<file path="config.mk">
export PLATFORM = sky130hd
export DESIGN_NAME = matrix_operand_loader
export DESIGN_NICKNAME = d
export VERILOG_FILES = /design/src/rtl/coproc_defs.sv /design/src/rtl/matrix_index_counter.sv /design/src/rtl/matrix_operand_loader.sv
export SDC_FILE = /design/constraint.sdc
export NUM_CORES = 1
export LEC_CHECK = 0
export CAP_MARGIN = 5
export CORE_MARGIN = 10
export CORE_UTILIZATION = 35
export DETAILED_ROUTE_END_ITERATION = 8
export SLEW_MARGIN = 20
export SYNTH_ARGS = -nofsm -noshare
export SYNTH_HDL_FRONTEND = slang
export SYNTH_SLANG_ARGS = --single-unit
</file>
<file path="constraint.sdc">
create_clock -name clk -period 4 [get_ports clk]
set_input_delay 0.4 -clock clk [delete_from_list [all_inputs] [get_ports clk]]
set_output_delay 0.4 -clock clk [all_outputs]
set_load 0.02 [all_outputs]
</file>
<file path="src/rtl/coproc_defs.sv">
// Shared matrix-coprocessor definitions: geometry, loader FSM encoding, size helper.
// Pure declarations, no logic.
package coproc_defs;

    localparam int MAT_DIM  = 5;
    localparam int ELEM_W   = 8;
    localparam int NUM_ELEM = MAT_DIM * MAT_DIM;
    localparam int FLAT_W   = NUM_ELEM * ELEM_W;

    typedef enum logic [1:0] {
        IDLE   = 2'd0,
        LOAD_A = 2'd1,
        LOAD_B = 2'd2,
        HOLD   = 2'd3
    } state_t;

    // Out-of-range sizes (0 or above MAT_DIM) fall back to the full matrix.
    function automatic logic [2:0] clamp_size(input logic [2:0] s);
        if (s == 3'd0 || s > 3'(MAT_DIM))
            return 3'(MAT_DIM);
        return s;
    endfunction

endpackage

</file>
<file path="src/rtl/matrix_index_counter.sv">
// Row-major row/column walker over an active size x size window of a MAT_DIM grid.
// Slot index is combinational from registered row/col; phase_done is a same-cycle pulse.
// No backpressure of its own: advances only on the caller's accept strobe.
module matrix_index_counter
    import coproc_defs::*;
(
    input  logic       clk,
    input  logic       rst_n,
    input  logic       clear,
    input  logic       advance,
    input  logic       final_phase,
    input  logic [2:0] size,
    output logic [4:0] slot,
    output logic [5:0] count,
    output logic       phase_done
);

    logic [2:0] row;
    logic [2:0] col;
    logic       last_col;
    logic       last_row;

    assign last_col   = (col == size - 3'd1);
    assign last_row   = (row == size - 3'd1);
    assign phase_done = advance && last_col && last_row;
    assign slot       = 5'(row) * 5'(MAT_DIM) + 5'(col);

    always_ff @(posedge clk or negedge rst_n) begin
        if (!rst_n) begin
            row   <= '0;
            col   <= '0;
            count <= '0;
        end else if (clear) begin
            row   <= '0;
            col   <= '0;
            count <= '0;
        end else if (advance) begin
            if (last_col) begin
                col <= '0;
                row <= last_row ? 3'd0 : row + 3'd1;
            end else begin
                col <= col + 3'd1;
            end
            // The count parks on the final accept so it reads 2*size^2-1 while holding.
            if (!(phase_done && final_phase))
                count <= count + 6'd1;
        end
    end

endmodule

</file>
<file path="src/rtl/matrix_operand_loader.sv">
// Serial element stream -> A/B flattened operand buses, held until the consumer takes them.
// op_valid rises one cycle after the final accept; in_ready is low outside LOAD_A/LOAD_B.
// Optional LOADER_SIZE_SEL_EN adds mat_size to load a smaller top-left sub-matrix.
module matrix_operand_loader
    import coproc_defs::*;
(
    input  logic              clk,
    input  logic              rst_n,
    input  logic              start,
    input  logic [ELEM_W-1:0] in_data,
    input  logic              in_valid,
    output logic              in_ready,
    output logic [FLAT_W-1:0] A_flat,
    output logic [FLAT_W-1:0] B_flat,
    output logic              op_valid,
    input  logic              op_ready,
    output logic              busy,
    output logic [5:0]        elem_idx
`ifdef LOADER_SIZE_SEL_EN
    ,
    input  logic [2:0]        mat_size
`endif
);

    state_t     state;
    logic       start_acc;
    logic       accept;
    logic [4:0] slot;
    logic       phase_done;
    logic [2:0] act_size;

    // A HOLD that is being released in the same cycle may take a new start directly.
    assign start_acc = start && ((state == IDLE) || (state == HOLD && op_ready));
    assign accept    = in_valid && in_ready;

`ifdef LOADER_SIZE_SEL_EN
    always_ff @(posedge clk or negedge rst_n) begin
        if (!rst_n)
            act_size <= 3'(MAT_DIM);
        else if (start_acc)
            act_size <= clamp_size(mat_size);
    end
`else
    assign act_size = 3'(MAT_DIM);
`endif

    matrix_index_counter u_idx (
        .clk         (clk),
        .rst_n       (rst_n),
        .clear       (start_acc),
        .advance     (accept),
        .final_phase (state == LOAD_B),
        .size        (act_size),
        .slot        (slot),
        .count       (elem_idx),
        .phase_done  (phase_done)
    );

    always_ff @(posedge clk or negedge rst_n) begin
        if (!rst_n) begin
            state    <= IDLE;
            A_flat   <= '0;
            B_flat   <= '0;
            in_ready <= 1'b0;
            busy     <= 1'b0;
            op_valid <= 1'b0;
        end else if (start_acc) begin
            state    <= LOAD_A;
            A_flat   <= '0;
            B_flat   <= '0;
            in_ready <= 1'b1;
            busy     <= 1'b1;
            op_valid <= 1'b0;
        end else begin
            case (state)
                LOAD_A: begin
                    if (accept) begin
                        A_flat[slot*ELEM_W +: ELEM_W] <= in_data;
                        if (phase_done)
                            state <= LOAD_B;
                    end
                end
                LOAD_B: begin
                    if (accept) begin
                        B_flat[slot*ELEM_W +: ELEM_W] <= in_data;
                        if (phase_done) begin
                            state    <= HOLD;
                            in_ready <= 1'b0;
                            busy     <= 1'b0;
                            op_valid <= 1'b1;
                        end
                    end
                end
                HOLD: begin
                    if (op_ready) begin
                        state    <= IDLE;
                        op_valid <= 1'b0;
                    end
                end
                default: begin
                    state <= IDLE;
                end
            endcase
        end
    end

endmodule
</file>
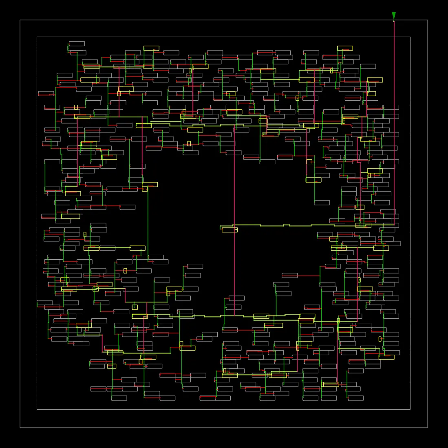
**Above:** clock routing.
clk ins delay skew pair: 0.58 ns
final sequential cell count: 416
CTS Buf Count: 46

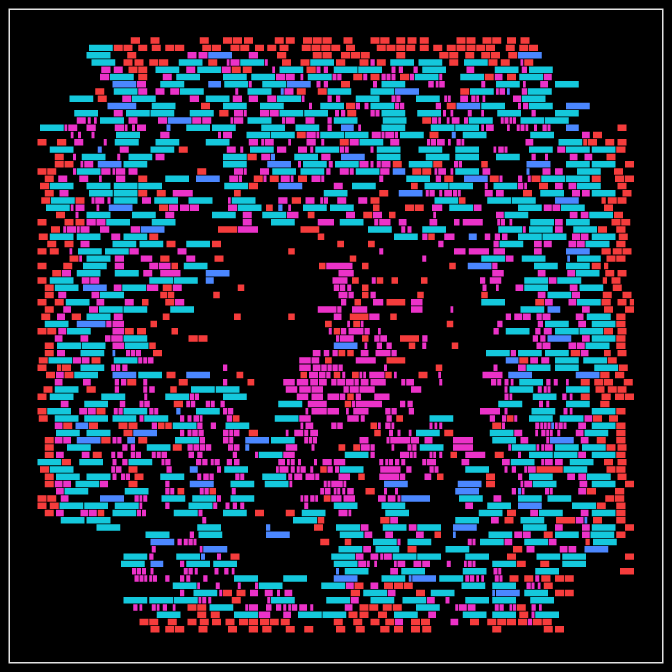
**Above:** cells coloured by class.
legend:
  clock drivers and dummy loads:
    colour: blue
    cells: 83
    share_of_their_area: 6.4%
  other buffers and delay cells:
    colour: red
    cells: 510
    share_of_their_area: 21%
  flops:
    colour: cyan
    cells: 416
    share_of_their_area: 44%
  combinational and other logic:
    colour: magenta
    cells: 954
    share_of_their_area: 28%
post-layout util: 0.4895
register fraction of the total cell area: 0.4265

==> run notes <==
- **final-stage net count** 1961
- **distinct lib cells** 64
- **routed via count** 14525
- **worst setup timing slack at the placement stage** 0.1107 ns
- **number of max-cap violations** 0
- **clock tree from TritonCTS** done
- **clock-cell share of area** 0.06151
- **combined area of the multi-input logic cells** 0.006644 mm^2
- **worst slew slack as a fraction of its limit** 0.3147
- **largest driver fanout on the critical path** 8
- **post-CTS sizing** 0
- **area of the chip** 0.05954 mm^2
- **synthesis-to-layout area growth** 38.97%
- **combined flip-flop and latch cell area** 0.01041 mm^2
- **cell taking the most area after synthesis** dfrtp_1
- **placed standard-cell area** 0.02282 mm^2
- **tap cells** 672
- **Switching Share** 0.4278
- **yosys stat area** 0.01756 mm^2
- **post-layout period usage** 0.9344
- **minimum period implied by the final worst setup slack** 3.738 ns
- **unrepaired setup endpoints after global routing** false
- **maximum number of pins on one net before global-route repair** 128
- **length of the first detailed-routing pass in iterations** 6
- **Layout Skew** 0.02714 ns
- **buffers outside the clock class** 510
- **total power divided by cell area** 637.5 mW/mm^2
- **Worst Setup Start Kind** flop
- **Core Util at FP** 0.3523
- **synthesized flop and latch total** 416
- **detailed-route wire length per cell** 25.77 um
- **status** finished, final reports clean
- **post-CTS repair timing setup buffer count** 0
- **cell-by-cell listing of the critical path** ha_1 > ha_1 > ha_1 > nand3_2 > and3_1 > nor2_2 > inv_1 > ha_2 > nand2b_1 > nor2_4 > buf_4 > nand3_1 > o22ai_4 > buf_4 > mux2i_1
- **worst-case vdd ir drop** 0.4800 mV
- **OpenROAD warnings** 32
- **antenna-violating nets left** 0
- **Setup Total Neg Slack** 0 ns
- **clock net sink count** 416
- **routed wire length** 67920 um
- **max-slew violations** 0
- **Max Buffers Root-to-Sink** 3
- **final cell area excluding filler cells** 0.02441 mm^2
- **number of DRC markers after the initial detailed-route iteration** 1360
- **clock slew at reported path FFs** 0.06 ns
- **GRT Total Usage** 0.2216
- **maximum level of the CTS H-tree** 2
- **Fillers** 4524
- **Worst-Margin Slew** 1.028 ns
- **power share of the combinational group** 0.424
- **leading post-synthesis cells by cell area** dfrtp_1, a22o_1, nand2_1
- **count of clock-net buffers in the final layout** 67
- **critical path data required time** 4.49 ns
- **non-filler instance count after layout** 2636
- **placed wire-length estimate** 48750 um
- **worst setup margin** 0.2624 ns
- **overall power consumption** 15.56 mW
- **share of flip-flops with an asynchronous set or reset** 1.000
- **clock group power** 4.25 mW
- **Final Hold Fails** 0
- **worst hold slack** 0.3752 ns
- **peak clock frequency supported by timing** 0.2675 GHz
- **leakage power summed over all cells** 10.55 nW
- **cell mode on critical path** ha_1
- **Flop+latch power** 4.72 mW
- **core region area** 0.04986 mm^2
- **sequential area share after synthesis** 0.5927
- **number of I/O pins** 422
- **cell with the most instances after synthesis** dfrtp_1
- **layout inverter count without the clock tree** 13
- **largest incremental delay on the critical path** 0.44 ns
- **number of global-route vias before repair** 14879
- **residual overflow from global routing** 0
- **count of flip-flops with a built-in enable after synthesis** 0
- **number of buffer cells added on primary ports** 421
- **CP arrival** 4.22 ns
- **root buffer cell** clkbuf_16
- **die width** 244.0 um
- **area share of the largest cell type after synthesis** 0.5927
- **DRC** 0
- **vias per cell** 5.510
- **multi-input gate share of total cell area** 0.2722
- **Most common reg cell** dfrtp_1
- **Ant. Diodes** 1
- **top power group** combinational logic
- **Post-CTS Hold Fix Bufs** 1
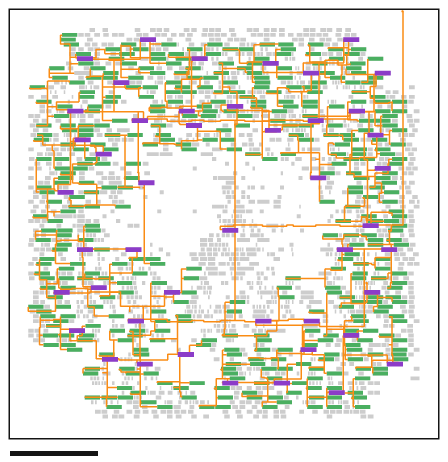
**Above:** routed clock nets over the placement.
Scale bar: 50 um.
legend:
  clock wires:
    colour: orange
    length: 5590 um
  flip-flops:
    colour: green
    count: 416
  clock drivers:
    colour: purple
    count: 46
flops lie: widely spread
routed clock nets: 47

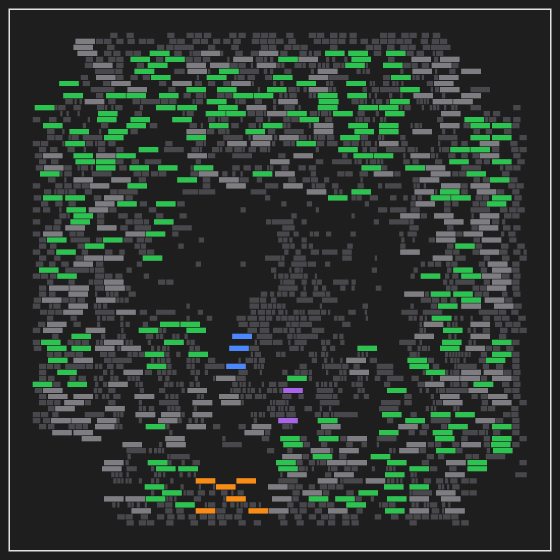
**Above:** where the registers sit.
legend:
  state:
    colour: purple
    placed_flops: 2
  u_idx.count:
    colour: orange
    placed_flops: 6
    where: bottom middle
  A_flat:
    colour: green
    placed_flops: 200
    where: widely spread
  u_idx.row:
    colour: blue
    placed_flops: 3
not coloured: 205

-- path summary, 6_finish.rpt --
kind	startpoint	end	slack, ns	cells after the start
worst max-delay path	u_idx.row[0]	A_flat[83]	0.26	15
min in group clk	in_data[2]	B_flat[2]	0.40	3
worst min register to register	B_flat[93]	B_flat[93]	0.48	2
max in group asynchronous	rst_n	A_flat[36]	2.35	4
worst min-delay path	rst_n	A_flat[139]	0.38	2
worst max register to register	u_idx.row[0]	A_flat[83]	0.26	15
-- metal layers --
layer	track usage	routed length (um)	vias to the layer above
met5	0	13	-
met4	0.06228	1688	2
met3	0.07205	5584	100
met2	0.3620	32420	550
met1	0.2771	28220	7462
li1	-	-	6411
-- state kept, by name (all words and copies together) (netlist names) --
signal and flops:
state 2, u_idx.row 3, busy 1, B_flat 200
op_valid 1, u_idx.count 6, A_flat 200, u_idx.col 3
-- cell usage in the layout (no fill, tap or decap), types with 13 or more instances in the layout --
| cell | instances |
|---|---|
| o22ai_1 | 15 |
| nand4_1 | 39 |
| and2_1 | 16 |
| a31oi_4 | 13 |
| a31oi_2 | 13 |
| mux2i_1 | 52 |
| and3_1 | 19 |
| a21oi_1 | 60 |
| inv_1 | 13 |
| clkbuf_16 | 47 |
| a32o_1 | 65 |
| buf_4 | 80 |
| dfrtp_1 | 416 |
| clkdlybuf4s50_1 | 413 |
| ha_1 | 18 |
| o21ai_0 | 98 |
| o2bb2ai_1 | 44 |
| nor2_1 | 36 |
| a22o_1 | 118 |
| nand3_1 | 53 |
| nand2_1 | 187 |
-- cells by family after synthesis --
group / synth area share
xor+xnor: 0.008263
fa+ha+maj: 0.01467
mux: 0.03027
buf+inv: 0.03220
compound gates: 0.2089
flops: 0.5927
simple gates: 0.1131
Power is estimated from default activity; no workload was simulated.
